Figure 1. Congestion heat map (run 1).
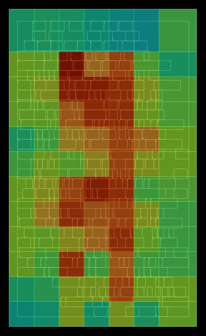
Figure 2. Clock network drawn from the DEF (run 1).
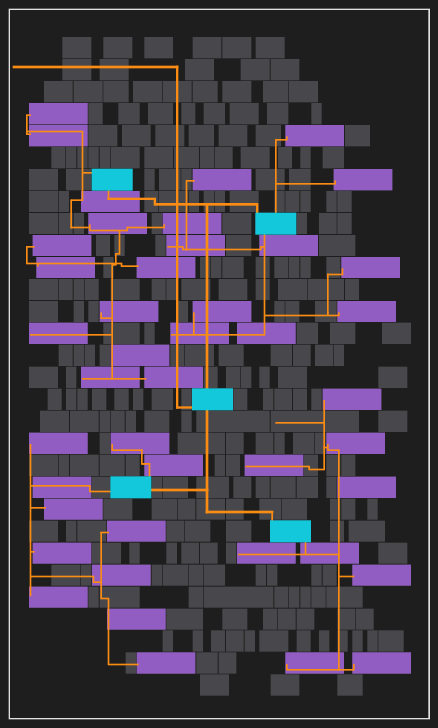
Figure 3. Sequential cells colored by netlist name (run 1).
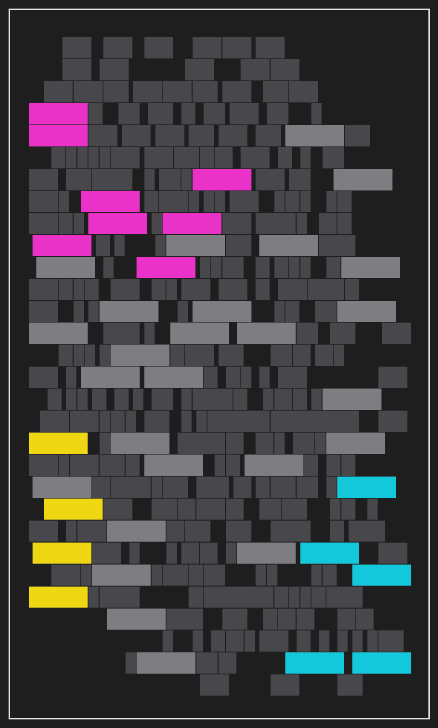
Figure 4. I/O nets highlighted (run 1).
Bar = 20 microns.
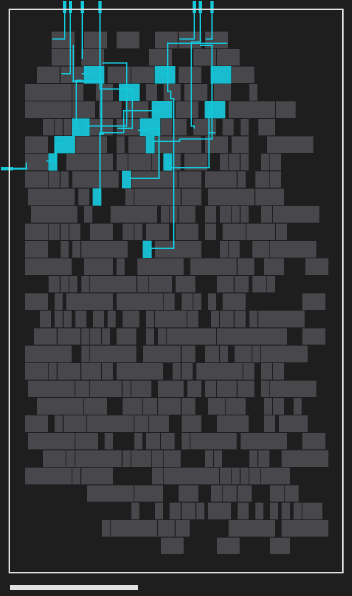
File: config.mk
export PLATFORM = sky130hd
export DESIGN_NAME = trigger_capture
export DESIGN_NICKNAME = d
export VERILOG_FILES = /design/src/rtl/trigger_capture.sv
export SDC_FILE = /design/constraint.sdc
export NUM_CORES = 1
export LEC_CHECK = 0
export ABC_CLOCK_PERIOD_IN_PS = 4750
export CAP_MARGIN = 30
export CORE_ASPECT_RATIO = 1.75
export CORE_MARGIN = 2
export CORE_UTILIZATION = 53
export DETAILED_ROUTE_END_ITERATION = 10
export PLACE_DENSITY = 0.86
export REMOVE_ABC_BUFFERS = 1
export SLEW_MARGIN = 10
export SYNTH_ARGS = -nofsm -noshare
export SYNTH_HDL_FRONTEND = slang
export SYNTH_SLANG_ARGS = --single-unit
File: constraint.sdc
create_clock -name clk -period 4.75 [get_ports clk]
set_input_delay 1.1875 -clock clk [delete_from_list [all_inputs] [get_ports clk]]
set_output_delay 1.1875 -clock clk [all_outputs]
set_load 0.05 [all_outputs]
File: src/rtl/trigger_capture.sv
// Trigger-based logic-analyser capture controller: fills a circular sample memory
// with PRE_TRIG samples before a masked trigger match and the remainder after it.
module trigger_capture #(
    parameter int DATA_WIDTH  = 8,
    parameter int ADDR_WIDTH  = 4,
    parameter int MEMORY_SIZE = 2**ADDR_WIDTH,
    parameter int PRE_TRIG    = 4
) (
    input  logic                  clk,
    input  logic                  reset,
    input  logic                  arm,
    input  logic                  abort,
    input  logic [DATA_WIDTH-1:0] probe_data,
    input  logic [DATA_WIDTH-1:0] trig_value,
    input  logic [DATA_WIDTH-1:0] trig_mask,
    input  logic                  read_req,
    output logic                  mem_we,
    output logic [ADDR_WIDTH-1:0] mem_waddr,
    output logic [DATA_WIDTH-1:0] mem_wdata,
    output logic [ADDR_WIDTH-1:0] waddr,
    output logic                  read_enable,
    output logic                  triggered,
    output logic                  capture_done,
    output logic                  busy
);

    localparam int CW = ADDR_WIDTH + 1;
    localparam logic [CW-1:0]         ONE_C  = CW'(1);
    localparam logic [CW-1:0]         PRE_C  = CW'(PRE_TRIG);
    localparam logic [CW-1:0]         POST_C = CW'(MEMORY_SIZE - PRE_TRIG);
    localparam logic [CW-1:0]         MEM_C  = CW'(MEMORY_SIZE);
    localparam logic [ADDR_WIDTH-1:0] LAST_A = ADDR_WIDTH'(MEMORY_SIZE - 1);

    typedef enum logic [2:0] {
        IDLE    = 3'd0,
        PRETRIG = 3'd1,
        ARMED   = 3'd2,
        POST    = 3'd3,
        DONE    = 3'd4,
        READOUT = 3'd5
    } state_t;

    state_t                state_q;
    logic [ADDR_WIDTH-1:0] wptr_q;
    logic [ADDR_WIDTH-1:0] wptr_d;
    logic [CW-1:0]         pre_cnt_q;
    logic [CW-1:0]         post_cnt_q;
    logic [CW-1:0]         rd_cnt_q;
    logic                  mem_we_q;
    logic [ADDR_WIDTH-1:0] mem_waddr_q;
    logic [DATA_WIDTH-1:0] mem_wdata_q;
    logic [ADDR_WIDTH-1:0] waddr_q;
    logic                  read_enable_q;
    logic                  triggered_q;
    logic                  capture_done_q;
    logic                  busy_q;
    logic                  trig_match;
    logic                  wr_active;

    // Wrap explicitly so non-power-of-two depths stay in range.
    assign wptr_d     = (wptr_q == LAST_A) ? {ADDR_WIDTH{1'b0}} : wptr_q + ADDR_WIDTH'(1);
    assign trig_match = (((probe_data ^ trig_value) & trig_mask) == {DATA_WIDTH{1'b0}});
    assign wr_active  = (state_q == PRETRIG) || (state_q == ARMED) || (state_q == POST);

    // Capture FSM with registered memory-write port and status outputs.
    always_ff @(posedge clk) begin
        if (!reset) begin
            state_q        <= IDLE;
            wptr_q         <= {ADDR_WIDTH{1'b0}};
            pre_cnt_q      <= {CW{1'b0}};
            post_cnt_q     <= {CW{1'b0}};
            rd_cnt_q       <= {CW{1'b0}};
            mem_we_q       <= 1'b0;
            mem_waddr_q    <= {ADDR_WIDTH{1'b0}};
            mem_wdata_q    <= {DATA_WIDTH{1'b0}};
            waddr_q        <= {ADDR_WIDTH{1'b0}};
            read_enable_q  <= 1'b0;
            triggered_q    <= 1'b0;
            capture_done_q <= 1'b0;
            busy_q         <= 1'b0;
        end else if (abort) begin
            state_q        <= IDLE;
            mem_we_q       <= 1'b0;
            read_enable_q  <= 1'b0;
            triggered_q    <= 1'b0;
            capture_done_q <= 1'b0;
            busy_q         <= 1'b0;
        end else begin
            mem_we_q <= wr_active;
            if (wr_active) begin
                mem_waddr_q <= wptr_q;
                mem_wdata_q <= probe_data;
                wptr_q      <= wptr_d;
            end
            case (state_q)
                IDLE: begin
                    if (arm) begin
                        wptr_q      <= {ADDR_WIDTH{1'b0}};
                        pre_cnt_q   <= {CW{1'b0}};
                        post_cnt_q  <= {CW{1'b0}};
                        triggered_q <= 1'b0;
                        busy_q      <= 1'b1;
                        state_q     <= (PRE_TRIG == 0) ? ARMED : PRETRIG;
                    end
                end
                PRETRIG: begin
                    pre_cnt_q <= pre_cnt_q + ONE_C;
                    if (pre_cnt_q == PRE_C - ONE_C) begin
                        state_q <= ARMED;
                    end
                end
                ARMED: begin
                    // The matching sample is itself the first post-trigger write.
                    if (trig_match) begin
                        triggered_q <= 1'b1;
                        post_cnt_q  <= ONE_C;
                        if (POST_C == ONE_C) begin
                            state_q        <= DONE;
                            waddr_q        <= wptr_q;
                            capture_done_q <= 1'b1;
                        end else begin
                            state_q <= POST;
                        end
                    end
                end
                POST: begin
                    post_cnt_q <= post_cnt_q + ONE_C;
                    if (post_cnt_q == POST_C - ONE_C) begin
                        state_q        <= DONE;
                        waddr_q        <= wptr_q;
                        capture_done_q <= 1'b1;
                    end
                end
                DONE: begin
                    if (read_req) begin
                        state_q       <= READOUT;
                        read_enable_q <= 1'b1;
                        rd_cnt_q      <= {CW{1'b0}};
                    end
                end
                READOUT: begin
                    rd_cnt_q <= rd_cnt_q + ONE_C;
                    if (rd_cnt_q == MEM_C - ONE_C) begin
                        state_q        <= IDLE;
                        read_enable_q  <= 1'b0;
                        capture_done_q <= 1'b0;
                        busy_q         <= 1'b0;
                    end
                end
                default: begin
                    state_q <= IDLE;
                    busy_q  <= 1'b0;
                end
            endcase
        end
    end

    assign mem_we       = mem_we_q;
    assign mem_waddr    = mem_waddr_q;
    assign mem_wdata    = mem_wdata_q;
    assign waddr        = waddr_q;
    assign read_enable  = read_enable_q;
    assign triggered    = triggered_q;
    assign capture_done = capture_done_q;
    assign busy         = busy_q;

endmodule

==> out/metrics.yaml, run 1 <==
r2r-end: "wptr_q[3]"
required_ns: 4.98
synth.cellmix.adderShare_pct: 2.95
clock-root-buffer: "clkbuf_8"
cp_max_fo: 14
ys_sh_aoi_pct: 16.4
p_per_area_mw_per_mm2: 284
grt_pass1_wl_mm: 8.13
ys_chip_area_sq_mm: 0.00212
ys_top_logic_family: "simple AND/OR/NAND/NOR gates"
yosysWarningCount: 0
report.final.setup_viol: 0
area_leaders: "dfxtp_1 (41%), nand2_1 (7.6%), a21oi_1 (7.3%), xor2_1 (5.8%), nor2_1 (5.3%)"
reg2reg_from: "state_q[0]"
crit_slowest_cell: "clkdlybuf4s50_1"
p_leak_nw: 0.957
logic_area_sq_mm: 0.00118
fp.dieW_microns: 51.8
grt.overflow.total: 0
p_comb_w: 0.000110
rows: 30
numSynthFlops: 43
ys_sh_simple_pct: 27.6
clock-sinks: 43
edf_count: 0
p_int_w: 0.000586
min_to: "mem_wdata[6]"
area_growth_pct: 29.4
crit_buf_inv: 1
max_stage_delay_ns: 0.66
setup_slack_ns: 1.84
hold_viol: 0
top_area_cell: "dfxtp_1"
fp_util_pct: 54.8
cts_hold_buf: 0
diodes: 0
hold_depth: 2
top_cell_area_share_pct: 40.6
ys_seq_share_pct: 40.6
ys_types: 48
wirelength_mm: 5.04
arrival_ns: 3.14
dp_cells: 341
drt-initial-drc-count: 35
num_vias: 1938
antenna_found_initial: 0
rsz0062_at_grt: "no"
top_cells_by_count: "dfxtp_1 (43), nand2_1 (43), a21oi_1 (31)"
cts_tree: "built"
nNetsFinal: 335
endpoint_kind: "flip-flop"
tightest_slew_ns: 0.740
cp_num_cells: 5
core-area_sq_mm: 0.00387
outcome: "finished, final reports clean"
final_cells: 350
cp-startpoint: "abort"
min_period_ns: 2.91
fmax_mhz: 344
endpoint: "wptr_q[3]"
ys.flop_type: "dfxtp_1"
first_global_vias: 1843
p_comb_share_pct: 14.1
maxPowerGroup: "sequential cells"
avgSynthCellArea_sq_um: 8.41
mux_share_pct: 2.84
vdd_drop_max_mv: 0.252
clockBufferDepth: 2
mostFrequentLayoutCell: "clkdlybuf4s50_1"
final_cell_mix: "clkdlybuf4s50_1 (49), nand2_1 (43), dfxtp_1 (43), a21oi_1 (31), nor2_1 (30)"
mappedNetlistArea_sq_mm: 0.00212
p_sw_w: 0.000192
numCtsBuffers: 5
wl_per_cell_microns: 14.4
cts.clk_slew.worst_paths_ns: 0.08
path_cells: "clkdlybuf4s50_1, nor3_4, nand2_1, or3_1, a21oi_1"
openroad.warnings: 25
power.total_w: 0.000778
worstHoldStart: "mem_wdata[6]"
switching_share_pct: 24.7
dp_slack_ns: 1.55
die_h_microns: 87.6
async_flop_share_pct: 0
maxCapViolations: 0
post_cts_buffers: 0
maxSlewViolCount: 0
grt_start_max_net_pins: 27
ant_nets: 0
whs_ns: 0.455
xor_share_pct: 5.79
start_kind: "input pin"
drt_first_pass_iters: 4
vias_per_cell: 5.54
p_seq_share_pct: 48.3
drive_above_1_share_pct: 7.95
slew_headroom_pct: 50.6
yosysCellCount: 252
rr_worst_depth: 5
fin_area_sq_mm: 0.00274
hpwl_mm: 3.75
cp_top_family: "simple AND/OR/NAND/NOR gates"
hold_path_class: "reg2reg"
synth_cells: 252
finalWeightedCongestion: 0.854
die-area_sq_mm: 0.00454
place_area_sq_mm: 0.00262
cts_resized: 0
remaining_drc_errors: 0
path_class: "in2reg"
fillers: 296
h-tree-depth: 2
setup_tns_ns: 0
r2r_setup_slack_ns: 2.54
finalCritPeriodShare_pct: 61.2
About Figure 1:
global-route met3 utilization: 5.12%
Final Core Density: 70.9%
GRT Overall Usage: 23.5%
M2 GR Usage: 42.4%

About Figure 2:
[orange] clock wires | length: 502 microns
[cyan] clock drivers | count: 5
[purple] flip-flops | count: 43
routed clock nets: 6
Clock Power Share: 37.6%
Final Skew: 0.00743 ns
worst skew pair latency: 0.30 ns
clock group power: 0.000292 W

About Figure 3:
| color | netlist name | sequential cells |
|---|---|---|
| cyan | rd_cnt_q | 5 |
| yellow | waddr | 4 |
| magenta | mem_wdata | 8 |
sequential cell power: 0.000376 W
register area: 861 sq um
sequential share of cell area: 31.4%

About Figure 4:
| color | port | bits | direction | end cells | wire |
|---|---|---|---|---|---|
| cyan | probe_data | 8 | input | 16 | 271 microns |
top-level I/O count: 50
count of buffers from port buffering: 49

run 1: flip-flops by register name, indices dropped and copies added, names as in the netlist, 3 cells and up:
name	count
post_cnt_q	5
mem_wdata	8
state_q	3
rd_cnt_q	5
pre_cnt_q	5
waddr	4
mem_waddr	4
wptr_q	4
run 1: per-layer routing:
layer / vias to the layer above / share of wire (%) / track usage [%]
met5: - / 0 / 0
met3: 10 / 2.8 / 5.12
li1: 979 / - / -
met4: 0 / 2.4 / 10.5
met1: 916 / 39 / 25.5
met2: 33 / 56 / 42.4
run 1: layout make-up:
cell class / instances / share of cell area, %
clock inverter: 2 / 1.28
tap: 48 / 2.19
multi-input combinational: 195 / 43.0
timing repair buffer: 51 / 18.4
clock buffer: 6 / 3.01
sequential: 43 / 31.4
inverter: 5 / 0.685
Figure 5. M1 wires (run 1).
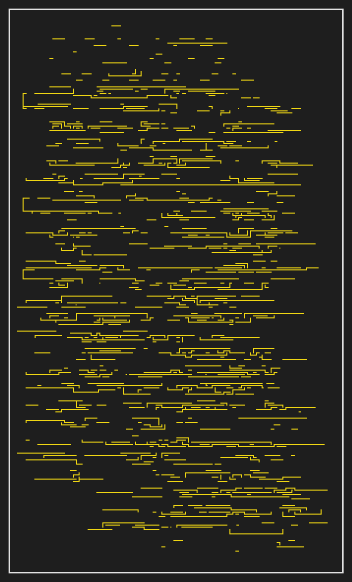

==> run 2, diff against run 1 <==
--- a/config.mk
+++ b/config.mk
@@ -5,13 +5,13 @@
 export SDC_FILE = /design/constraint.sdc
 export NUM_CORES = 1
 export LEC_CHECK = 0
-export ABC_CLOCK_PERIOD_IN_PS = 4750
+export ABC_CLOCK_PERIOD_IN_PS = 3000
 export CAP_MARGIN = 30
 export CORE_ASPECT_RATIO = 1.75
 export CORE_MARGIN = 2
-export CORE_UTILIZATION = 53
+export CORE_UTILIZATION = 49
 export DETAILED_ROUTE_END_ITERATION = 10
-export PLACE_DENSITY = 0.86
+export PLACE_DENSITY = 0.81
 export REMOVE_ABC_BUFFERS = 1
 export SLEW_MARGIN = 10
 export SYNTH_ARGS = -nofsm -noshare
==> constraint.sdc (replaced) <==
create_clock -name clk -period 3 [get_ports clk]
set_input_delay 0.75 -clock clk [delete_from_list [all_inputs] [get_ports clk]]
set_output_delay 0.75 -clock clk [all_outputs]
set_load 0.05 [all_outputs]
Figure 6. M1 wires (run 2).
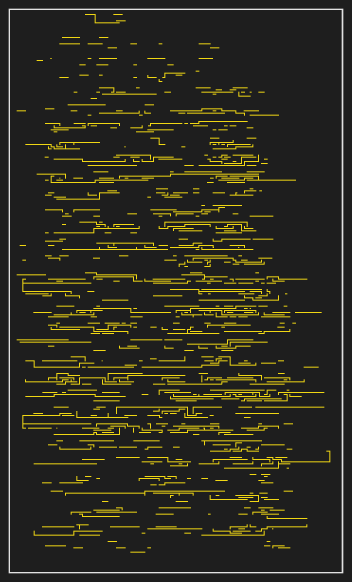
share of all routed wire: 38%
longest straight run: 17.0 microns
wire length on this layer: 1970 microns
main direction: horizontal
nets with wire on the layer: 301
Vias: 1956
final wirelength: 5.15 mm

Figure 7. Clock network drawn from the DEF (run 2).
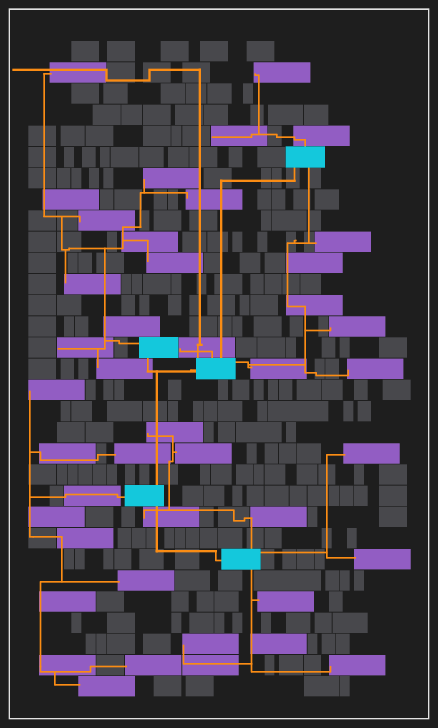
[purple] flip-flops | count: 43
[orange] clock wires | length: 540 microns
[cyan] clock drivers | count: 5
routed clock nets: 6
flops lie: all over the die

==> run 2 against run 1 <==
  * Clock skew shrank 0.0020 ns
  * Critical path depth down 4
  * Clock power is 16% higher
  * Wire length up 2.2%
  * Synthesized cell count is the same
  * Worst setup slack lost 1.1 ns
  * Power up 43%
  * Via count grew 0.93%
  * Largest power group unchanged
  * Core utilization down 5.5 points
  * Global-route usage up 0.28 points
  * Sequential share of layout area up 0.33 points
==> out/metrics.yaml, run 2 <==
crit_slowest_cell: "clkdlybuf4s50_1"  # unchanged
fmax_mhz: 446
cp_top_family: "buffers and inverters"  # was simple AND/OR/NAND/NOR gates
path_cells: "clkdlybuf4s50_1"  # was clkdlybuf4s50_1, nor3_4, nand2_1, or3_1, a21oi_1
finalWeightedCongestion: 0.800  # was 0.854
yosysWarningCount: 0  # unchanged
r2r-end: "state_q[0]"  # was wptr_q[3]
clk_latency_ns: 0.29  # was 0.30 ns
grt.busiest_layer: "met2"  # unchanged
tightest_slew_ns: 0.769  # was 0.740 ns
top_area_cell: "dfxtp_1"  # unchanged
start_kind: "flip-flop"  # was input pin
largest_reg_flops: 8  # unchanged
place_area_sq_mm: 0.00264  # was 0.00262 sq mm
taps: 49  # was 48
met2_length_mm: 2.84  # was 2.80 mm
fin_util_pct: 65.3  # was 70.9%
dp_slack_ns: 0.605  # was 1.55 ns
nNetsFinal: 337  # was 335
path_class: "reg2out"  # was in2reg
die-area_sq_mm: 0.00489  # was 0.00454 sq mm
fp.dieW_microns: 53.7  # was 51.8 microns
hpwl_mm: 3.88  # was 3.75 mm
mappedNetlistArea_sq_mm: 0.00212  # unchanged
use_met3_pct: 4.61  # was 5.12%
clock-root-buffer: "clkbuf_8"  # unchanged
p_per_area_mw_per_mm2: 410  # was 284 mW/mm^2
required_ns: 2.25  # was 4.98 ns
edf_count: 0  # unchanged
remaining_drc_errors: 0  # unchanged
wl_per_cell_microns: 14.7  # was 14.4 microns
first_global_vias: 1943  # was 1843
cts_resized: 0  # unchanged
largestClassByArea: "combinational gates"  # unchanged
nNonClkBuffers: 53  # was 51
die_h_microns: 91.0  # was 87.6 microns
post_cts_buffers: 0  # unchanged
cts.clk_slew.worst_paths_ns: 0.07  # was 0.08 ns
mostFrequentLayoutCell: "clkdlybuf4s50_1"  # unchanged
synth_cells: 252  # unchanged
wl_met1_mm: 1.97  # about the same
crit_buf_inv: 1  # unchanged
p_leak_nw: 0.943  # was 0.957 nW
openroad.warnings: 25  # unchanged
grtUsageMet2_pct: 42.0  # was 42.4%
max_stage_delay_ns: 0.86  # was 0.66 ns
drt-initial-drc-count: 66  # was 35
setup_slack_ns: 0.756  # was 1.84 ns
grt.overflow.total: 0  # unchanged
vias_per_cell: 5.57  # was 5.54
worstHoldStart: "mem_wdata[0]"  # was mem_wdata[6]
report.final.setup_viol: 0  # unchanged
grtUsageTotal_pct: 23.8  # was 23.5%
flop-count: 43  # unchanged
cp_num_cells: 1  # was 5
clock-sinks: 43  # unchanged
n_all_inverters: 5  # unchanged
vdd_drop_max_mv: 0.360  # was 0.252 mV
maxSlewViolCount: 0  # unchanged
cp_max_fo: 2  # was 14
final_cell_mix: "clkdlybuf4s50_1 (49), nand2_1 (43), dfxtp_1 (43), a21oi_1 (31), nor2_1 (30)"  # unchanged
drt_first_pass_iters: 4  # unchanged
logic_area_sq_mm: 0.00118  # unchanged
grtUsageMet1_pct: 24.4  # was 25.5%
top_cell_area_share_pct: 40.6  # unchanged
outcome: "finished, final reports clean"  # unchanged
skew_ns: 0.00543  # was 0.00743 ns
cts_hold_buf: 0  # unchanged
arrival_ns: 1.49  # was 3.14 ns
endpoint_kind: "primary output"  # was flip-flop
fillers: 341  # was 296
wl_met3_microns: 157  # was 142 microns
clockBufferDepth: 2  # unchanged
rows: 31  # was 30
port_buffers: 49  # unchanged
nMultiInputCombCells: 195  # unchanged
finalCritPeriodShare_pct: 74.8
grt_pass1_wl_mm: 8.60  # was 8.13 mm
drive_above_1_share_pct: 7.62  # was 7.95%
core-area_sq_mm: 0.00415  # was 0.00387 sq mm
avgSynthCellArea_sq_um: 8.41  # unchanged
regArea_sq_um: 861  # unchanged
comb_area_share_pct: 43.4  # was 43.0%
grt_start_max_net_pins: 26  # was 27
hold_path_class: "reg2reg"  # unchanged
reg2reg_from: "state_q[0]"  # unchanged
min_to: "mem_wdata[0]"  # was mem_wdata[6]
hold_viol: 0  # unchanged
cts_tree: "built"  # unchanged
ys_seq_share_pct: 40.6  # unchanged
slew_headroom_pct: 48.7  # was 50.6%
whs_ns: 0.457  # was 0.455 ns
rr_worst_depth: 5  # unchanged
r2r_setup_slack_ns: 0.90  # was 2.54 ns
area_growth_pct: 28.0  # was 29.4%
h-tree-depth: 2  # unchanged
ys_chip_area_sq_mm: 0.00212  # unchanged
fin_area_sq_mm: 0.00271  # was 0.00274 sq mm
setup_tns_ns: 0  # unchanged
yosysCellCount: 252  # unchanged
diodes: 0  # unchanged
dp_cells: 345  # was 341
dr.max_layer_used: "met4"  # unchanged
numCtsBuffers: 5  # unchanged
cp-startpoint: "triggered"  # was abort
endpoint: "triggered"  # was wptr_q[3]
antenna_found_initial: 0  # unchanged
==> run 2: cell counts after synthesis <==
Identical to the previous run, type by type.
==> run 2: kinds of logic after synthesis <==
family | count (synthesis) | share of synthesized area (%)
AOI/OAI and AO/OA | 57 | 16.4
xor gates and xnor gates | 14 | 5.79
adders and majority gates | 5 | 2.95
buffers and inverters | 14 | 3.78
DFF | 43 | 40.6
muxes | 6 | 2.84
and+or+nand+nor | 113 | 27.6
==> run 2: power breakdown <==
part / internal, W / switching, W / leakage (nW) / total [W]
Sequential: 0.000580 / 0.0000160 / 0.347 / 0.000596
Combinational: 0.0000809 / 0.0000941 / 0.559 / 0.000175
Clock: 0.000155 / 0.000185 / 0.0371 / 0.000340
Figure 8. Sequential cells colored by netlist name (run 2).
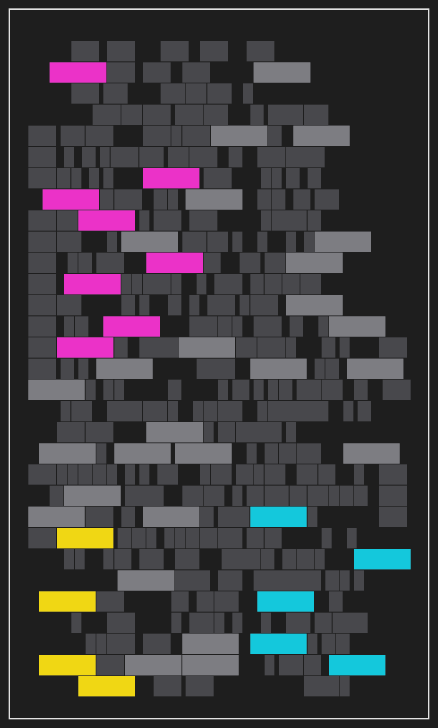

==> run 3, diff against run 2 <==
--- a/config.mk
+++ b/config.mk
@@ -5,13 +5,13 @@
 export SDC_FILE = /design/constraint.sdc
 export NUM_CORES = 1
 export LEC_CHECK = 0
-export ABC_CLOCK_PERIOD_IN_PS = 3000
+export ABC_CLOCK_PERIOD_IN_PS = 1900
 export CAP_MARGIN = 30
 export CORE_ASPECT_RATIO = 1.75
 export CORE_MARGIN = 2
-export CORE_UTILIZATION = 49
+export CORE_UTILIZATION = 45
 export DETAILED_ROUTE_END_ITERATION = 10
-export PLACE_DENSITY = 0.81
+export PLACE_DENSITY = 0.78
 export REMOVE_ABC_BUFFERS = 1
 export SLEW_MARGIN = 10
 export SYNTH_ARGS = -nofsm -noshare
==> constraint.sdc (replaced) <==
create_clock -name clk -period 1.9 [get_ports clk]
set_input_delay 0.475 -clock clk [delete_from_list [all_inputs] [get_ports clk]]
set_output_delay 0.475 -clock clk [all_outputs]
set_load 0.05 [all_outputs]
Figure 9. Sequential cells colored by netlist name (run 3).
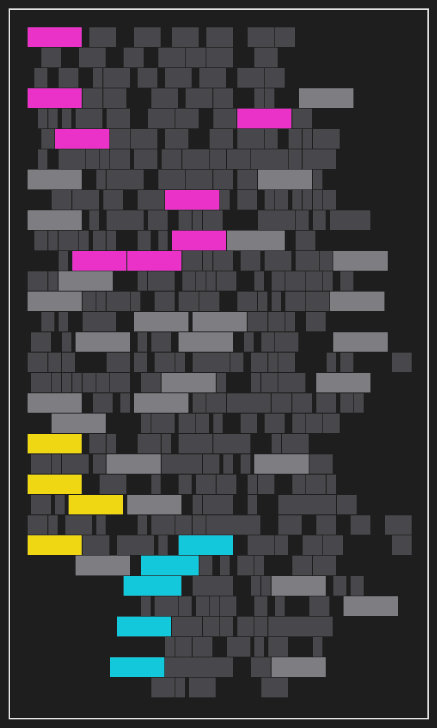
| color | netlist name | sequential cells |
|---|---|---|
| magenta | mem_wdata | 8 |
| cyan | rd_cnt_q | 5 |
| yellow | waddr | 4 |
not colored: 26

==> run 3 against run 2 <==
  * First-iteration DRC count shrank 52%
  * Worst hold slack improved by 0.0014 ns
  * Global-route usage shrank 1.9 points
  * Via count is 6.1% higher
  * Non-clock buffer count grew 27
  * Critical path type is now reg2reg
  * Largest cell class unchanged
==> out/metrics.yaml, run 3 <==
place_area_sq_mm: 0.00280  # was 0.00264 sq mm
die_h_microns: 94.8  # was 91.0 microns
antenna_found_initial: 0  # unchanged
wirelength_mm: 5.59  # was 5.15 mm
port_buffers: 49  # unchanged
nClkBuffers: 7  # was 6
logic_area_sq_mm: 0.00121  # was 0.00118 sq mm
hold_path_class: "reg2reg"  # unchanged
endpoint: "state_q[0]"  # was triggered
p_per_area_mw_per_mm2: 652  # was 410 mW/mm^2
cts.clk_slew.worst_paths_ns: 0.08  # was 0.07 ns
path_class: "reg2reg"  # was reg2out
top_cell_area_share_pct: 40.6  # unchanged
cts_hold_buf: 0  # unchanged
crit_buf_inv: 0  # was 1
setup_slack_ns: 0.112  # was 0.756 ns
synth.cellmix.adderShare_pct: 2.95  # unchanged
slew_headroom_pct: 67.6  # was 48.7%
grt_pass1_wl_mm: 9.15  # was 8.60 mm
area_leaders: "dfxtp_1 (41%), nand2_1 (7.6%), a21oi_1 (7.3%), xor2_1 (5.8%), nor2_1 (5.3%)"  # unchanged
clock_area_share_pct: 3.53  # was 2.68%
final_cells: 383  # was 351
rows: 33  # was 31
numCtsBuffers: 5  # unchanged
remaining_drc_errors: 0  # unchanged
r2r_setup_slack_ns: 0.11  # was 0.90 ns
endpoint_kind: "flip-flop"  # was primary output
grt_start_max_net_pins: 17  # was 26
first_global_vias: 2027  # was 1943
fp.dieW_microns: 55.9  # was 53.7 microns
cp_top_family: "AND-OR/OR-AND gates"  # was buffers and inverters
fillers: 399  # was 341
ys_chip_area_sq_mm: 0.00212  # unchanged
wl_per_cell_microns: 14.6  # was 14.7 microns
ios: 50  # unchanged
dp_slack_ns: -0.188  # was 0.605 ns
cts_tree: "built"  # unchanged
finalCritPeriodShare_pct: 94.1
p_leak_nw: 1.13  # was 0.943 nW
setup_tns_ns: 0  # unchanged
required_ns: 2.10  # was 2.25 ns
maxSlewViolCount: 0  # unchanged
grt.overflow.total: 0  # unchanged
hold_viol: 0  # unchanged
top_cells_by_count: "dfxtp_1 (43), nand2_1 (43), a21oi_1 (31)"  # unchanged
clockBufferDepth: 2  # unchanged
nNetsFinal: 364  # was 337
ant_nets: 0  # unchanged
start_kind: "flip-flop"  # unchanged
fp_util_pct: 45.8  # was 51.0%
openroad.warnings: 25  # unchanged
vias_per_cell: 5.42  # was 5.57
regArea_sq_um: 865  # was 861 sq um
outcome: "finished, final reports clean"  # unchanged
h-tree-depth: 2  # unchanged
tightest_slew_ns: 0.479  # was 0.769 ns
grtUsageTotal_pct: 21.9  # was 23.8%
nNonClkBuffers: 80  # was 53
maxCapViolations: 0  # unchanged
ys_sh_aoi_pct: 16.4  # unchanged
core-area_sq_mm: 0.00462  # was 0.00415 sq mm
largestClassByArea: "combinational gates"  # unchanged
clk_latency_ns: 0.31  # was 0.29 ns
report.final.setup_viol: 0  # unchanged
skew_ns: 0.00665  # was 0.00543 ns
yosysCellCount: 252  # unchanged
r2r-end: "state_q[0]"  # unchanged
crit_slowest_cell: "dfxtp_2"  # was clkdlybuf4s50_1
cp_num_cells: 8  # was 1
flop-count: 43  # unchanged
cp_max_fo: 3  # was 2
clock-root-buffer: "clkbuf_8"  # unchanged
ys_seq_share_pct: 40.6  # unchanged
num_vias: 2075  # was 1956
dp_cells: 374  # was 345
nonClkBufAreaFrac_pct: 23.2  # was 19.2%
avgSynthCellArea_sq_um: 8.41  # unchanged
clock-sinks: 43  # unchanged
ys_sh_simple_pct: 27.6  # unchanged
finalWeightedCongestion: 0.856  # was 0.800
drive_above_1_share_pct: 24.8  # was 7.62%
async_flop_share_pct: 0  # unchanged
fmax_mhz: 559
n_all_inverters: 5  # unchanged
ys.flop_type: "dfxtp_1"  # unchanged
final_cell_mix: "buf_4 (51), nand2_1 (43), dfxtp_1 (40), a21oi_1 (31), nor2_1 (30)"  # was clkdlybuf4s50_1 (49), nand2_1 (43), dfxtp_1 (43), a21oi_1 (31), nor2_1 (30)
mux_share_pct: 2.84  # unchanged
drt-initial-drc-count: 32  # was 66
hpwl_mm: 4.29  # was 3.88 mm
ys_top_logic_family: "simple AND/OR/NAND/NOR gates"  # unchanged
diodes: 0  # unchanged
Figure 10. I/O nets highlighted (run 3).
Bar = 20 microns.
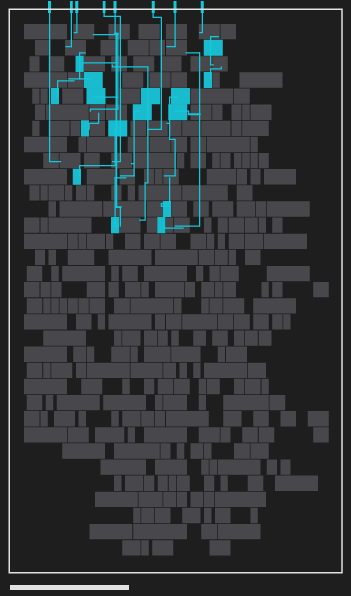
| color | port | bits | direction | end cells | wire |
|---|---|---|---|---|---|
| cyan | probe_data | 8 | input | 16 | 343 microns |

## run 3: how the worst min path moves through the flow
stage                            start            to  depth (start not counted)
final                     mem_wdata[7]  mem_wdata[7]                          2
after global routing      mem_waddr[1]  mem_waddr[1]                          2
after CTS                 mem_wdata[7]  mem_wdata[7]                          2
after detailed placement  mem_wdata[7]  mem_wdata[7]                          2
after global placement    mem_wdata[5]  mem_wdata[5]                          2
after floorplan            rd_cnt_q[1]   rd_cnt_q[1]                          2
## run 3: routing by layer
metal,GRT usage (%),share of wire [%],up-vias
met1,23.4,38,978
met3,3.42,2.4,16
met2,41.0,56,37
met4,11.1,3.7,0
li1,-,-,1044
met5,0,0,-
## run 3: where the power goes
group          switching, W  internal [W]  total [W]
clock              0.000325      0.000331   0.000656
sequential        0.0000117      0.000915   0.000927
combinational      0.000172      0.000163   0.000335
Power is estimated from default activity; no workload was simulated.
